### Placed standard cells

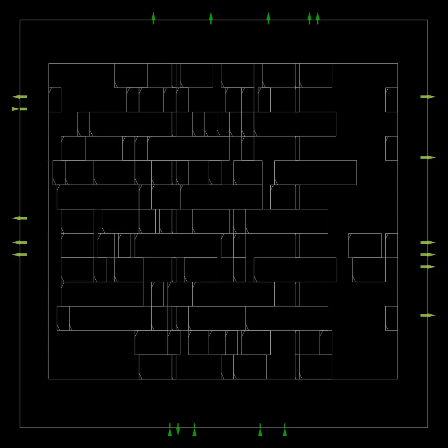
### Wire density map

The die is cut into 9 by 9 equal tiles; black is low, pale yellow is high, scaled to the fullest tile. Values are wire area over tile area, all layers added.
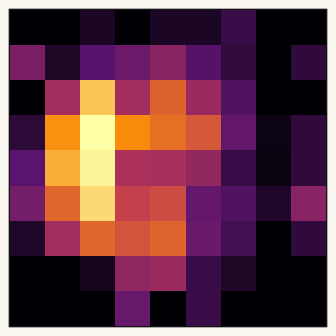
### Close-up of the layout

Scale bar: 10 µm. Window x 10 to 35, y 1 to 26 µm. Cells in gray, sequential cells in the stronger gray; small squares are vias.
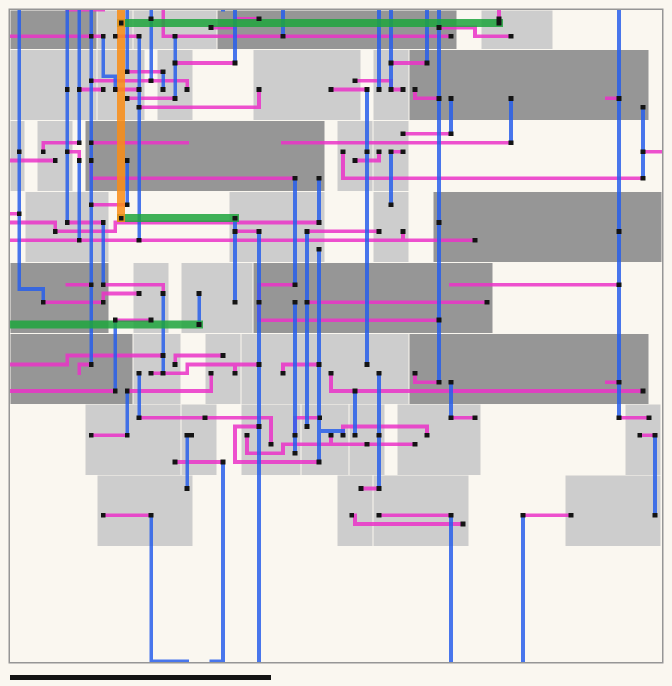
[config.mk]
export PLATFORM = sky130hd
export DESIGN_NAME = num_deser
export DESIGN_NICKNAME = d
export VERILOG_FILES = /design/src/rtl/num_deser.sv
export SDC_FILE = /design/constraint.sdc
export NUM_CORES = 1
export LEC_CHECK = 0
export ABC_AREA = 1
export CORE_MARGIN = 3
export CORE_UTILIZATION = 40
export CTS_CLUSTER_DIAMETER = 40
export CTS_CLUSTER_SIZE = 14
export DETAILED_ROUTE_END_ITERATION = 10
export PLACE_DENSITY = 0.77
export SKIP_LAST_GASP = 1
export SYNTH_ARGS = -nofsm -noshare
export SYNTH_HDL_FRONTEND = slang
export SYNTH_SLANG_ARGS = --single-unit
[constraint.sdc]
create_clock -name clk -period 2.5 [get_ports clk]
set_input_delay 0.5 -clock clk [delete_from_list [all_inputs] [get_ports clk]]
set_output_delay 0.5 -clock clk [all_outputs]
set_load 0.02 [all_outputs]
[src/rtl/num_deser.sv]
// ============================================================================
// Module      : num_deser
// Description : MSB-first serial-to-2-bit symbol deserializer feeding the
//               sequence detector's num input. Define PARITY_EN to enable
//               3-bit frames with an odd-parity check and error counting.
// Revision    : 1.0 - initial release
// ============================================================================
`default_nettype none

module num_deser #(
    parameter int SYM_CNT_W = 8,
    parameter int ERR_CNT_W = 4
) (
    input  logic                 clk,
    input  logic                 reset,
    input  logic                 bit_in,
    input  logic                 bit_valid,
    input  logic                 sync,
    output logic [1:0]           num,
    output logic                 num_valid,
    output logic                 parity_err,
    output logic [SYM_CNT_W-1:0] sym_cnt,
    output logic [ERR_CNT_W-1:0] err_cnt
);

    localparam logic [1:0] c_ST_MSB = 2'd0;
    localparam logic [1:0] c_ST_LSB = 2'd1;
`ifdef PARITY_EN
    localparam logic [1:0] c_ST_PAR = 2'd2;
`endif

    logic [1:0] r_state;
    logic [1:0] w_state_next;
    logic       r_b1;
    logic       w_accept;
`ifdef PARITY_EN
    logic                 r_b0;
    logic                 r_perr;
    logic [ERR_CNT_W-1:0] r_err;
    logic                 w_drop;
`endif

    // State register
    always_ff @(posedge clk or posedge reset) begin
        if (reset) begin
            r_state <= c_ST_MSB;
        end else begin
            r_state <= w_state_next;
        end
    end

    // Next-state logic: a valid bit under sync always restarts as an MSB
    always_comb begin
        w_state_next = r_state;
        if (bit_valid) begin
            if (sync) begin
                w_state_next = c_ST_LSB;
            end else begin
                case (r_state)
                    c_ST_MSB: w_state_next = c_ST_LSB;
`ifdef PARITY_EN
                    c_ST_LSB: w_state_next = c_ST_PAR;
                    c_ST_PAR: w_state_next = c_ST_MSB;
`else
                    c_ST_LSB: w_state_next = c_ST_MSB;
`endif
                    default:  w_state_next = c_ST_MSB;
                endcase
            end
        end else if (sync) begin
            w_state_next = c_ST_MSB;
        end
    end

    // Output decode: frame completion events
    always_comb begin
        w_accept = 1'b0;
`ifdef PARITY_EN
        w_drop   = 1'b0;
        if (bit_valid && !sync && (r_state == c_ST_PAR)) begin
            if (r_b1 ^ r_b0 ^ bit_in) begin
                w_accept = 1'b1;
            end else begin
                w_drop = 1'b1;
            end
        end
`else
        if (bit_valid && !sync && (r_state == c_ST_LSB)) begin
            w_accept = 1'b1;
        end
`endif
    end

    always_ff @(posedge clk or posedge reset) begin
        if (reset) begin
            r_b1      <= 1'b0;
            num       <= 2'b00;
            num_valid <= 1'b0;
            sym_cnt   <= '0;
        end else begin
            num_valid <= w_accept;
            if (bit_valid && (sync || (r_state == c_ST_MSB))) begin
                r_b1 <= bit_in;
            end
            if (w_accept) begin
`ifdef PARITY_EN
                num <= {r_b1, r_b0};
`else
                num <= {r_b1, bit_in};
`endif
                sym_cnt <= sym_cnt + SYM_CNT_W'(1);
            end
        end
    end

`ifdef PARITY_EN
    always_ff @(posedge clk or posedge reset) begin
        if (reset) begin
            r_b0   <= 1'b0;
            r_perr <= 1'b0;
            r_err  <= '0;
        end else begin
            r_perr <= w_drop;
            if (bit_valid && !sync && (r_state == c_ST_LSB)) begin
                r_b0 <= bit_in;
            end
            if (w_drop && (r_err != {ERR_CNT_W{1'b1}})) begin
                r_err <= r_err + ERR_CNT_W'(1);
            end
        end
    end

    assign parity_err = r_perr;
    assign err_cnt    = r_err;
`else
    assign parity_err = 1'b0;
    assign err_cnt    = '0;
`endif

endmodule

`default_nettype wire

==> results.py <==
# Generated from Yosys and OpenROAD reports
metrics = {
    "setup_path": {
        "cp_slowest_cell": "clkdlybuf4s50_1",
        "required_ns": 2.00,
        "critPathKind": "register to primary output",
        "cp_num_buf_inv": 1,
        "critPathMaxFanout": 5,
        "rr_startpoint": "sym_cnt[0]",
        "start_kind": "register",
    },
    "layout": {
        "drive_above_1_share_pct": 9.30,
        "fillers": 124,
    },
    "drt": {
        "routed_wl_mm": 1.10,
        "drt_iter0_drc": 0,
        "top_layer_used": "met4",
        "ant_nets": 0,
    },
    "logic_synthesis": {
        "yosysUniqueCellTypes": 18,
        "synth_cells": 68,
        "syn_avg_cell_area_um2": 9.26,
    },
    "die": {
        "io_pins": 21,
        "die.size.y_um": 45.7,
        "rows": 13,
    },
    "grt": {
        "gr-usage-all-layers_pct": 14.0,
        "grt_antenna_before_repair": 0,
    },
    "final_timing": {
        "setup_viol": 0,
        "final_max_slew_viol_count": 0,
    },
    "run_status": {
        "status": "finished, final reports clean",
    },
    "pwr": {
        "ir_drop_v": 0.000517,
    },
    "clock_network": {
        "clk_latency_ns": 0.28,
    },
    "placement": {
        "routabilityCongestion": 0.797,
    },
}
-- 'Placed standard cells' (at the start) --
n_taps: 15
post-route insts no fill: 101
Core Util, Final: 58.0%
core box area: 1380 µm²

-- 'Wire density map' (at the start) --
tiles over half the peak	20%
densest ninth of the die	middle left
emptiest ninth of the die	lower right
mean over tiles	0.086
Avg WL per Cell: 10.8 µm
Vias: 457

-- 'Close-up of the layout' (at the start) --
layer	color
met4	orange
met1	magenta
met2	blue
met3	green
netlist names of flops here include	`num` (2), `sym_cnt` (2)
most frequent	nand2_1 (9), dfrtp_1 (7), clkdlybuf4s50_1 (5)
cells with their middle in the window	37
sequential cells in the window	7

==> registers in the layout, summed over array words and instances (netlist names) <==
signal	count
sym_cnt	8
num	2
num_valid	1
r_b1	1
r_state	1
==> where the power goes <==
part | total, mW | internal, mW | switching [mW]
sequential | 0.306 | 0.257 | 0.0494
combinational | 0.232 | 0.113 | 0.119
clock | 0.129 | 0.0620 | 0.0673
total | 0.668 | 0.432 | 0.236
==> per-layer routing <==
metal | vias to the layer above | track usage [%]
li1 | 231 | -
met1 | 207 | 16.0
met2 | 14 | 20.6
met3 | 5 | 7.11
met4 | 0 | 8.77
met5 | - | 0
==> stage by stage <==
step | total power [mW] | utilization [%]
2_1_floorplan | 0.436 | -
3_3_place_gp | 0.538 | 56.1
3_5_place_dp | 0.544 | 56.1
4_1_cts | 0.675 | 58.0
5_1_grt | 0.720 | 58.0
6_report | 0.668 | 58.0
==> area by class of cell <==
class                           count  area (µm²)  share of cell area [%]
Multi-Input combinational cell     44         244                    30.4
Tap cell                           15        18.8                    2.34
Inverter                           10        37.5                    4.68
Timing Repair Buffer               15         150                    18.7
Clock buffer                        4        26.3                    3.28
Sequential cell                    13         325                    40.6
==> path summary, 6_finish.rpt <==
check                             end  slack (ns)  cells after the start
max in group asynchronous  sym_cnt[7]        1.64                      2
min in group asynchronous  r_state[0]        0.53                      2
max reg2reg                sym_cnt[6]        1.33                      6
max                        sym_cnt[3]        0.66                      1
min                            num[1]        0.49                      2
min reg2reg                    num[1]        0.49                      2
==> cells in the mapped netlist (all sizes together) <==
library cell / number / area share (%)
nor2: 3 / 4.2
conb: 1 / 0.60
nand3: 5 / 6.0
nand2: 21 / 13
a21oi: 1 / 0.79
o21ai: 1 / 0.79
xor2: 2 / 2.8
ha: 1 / 2.0
dfrtp: 13 / 52
inv: 10 / 6.0
buf: 5 / 6.0
nand3b: 1 / 1.2
a31oi: 1 / 0.99
xnor2: 3 / 4.2
==> tightest hold or removal path, cell delays in order, from the launching register on <==
cell	delay, ns
dfrtp_1	0.36
nand2_1	0.06
nand2_1	0.05
==> cells by family after synthesis <==
group | synth area share, %
AOI/OAI and AO/OA | 2.58
adders and majority gates | 1.99
other | 0.596
xor gates and xnor gates | 6.96
buffers and inverters | 11.9
and+or+nand+nor | 24.3
DFF | 51.7
==> cell usage in the layout, fill, tap and decap left out, types with 2 or more instances in the layout <==
cell / count
xor2_1: 2
nor2_4: 2
clkbuf_4: 3
inv_1: 9
xnor2_1: 3
clkdlybuf4s50_1: 15
nand3_1: 4
nand2_1: 20
dfrtp_1: 13
conb_1: 5
Power and IR drop assume default switching activity.
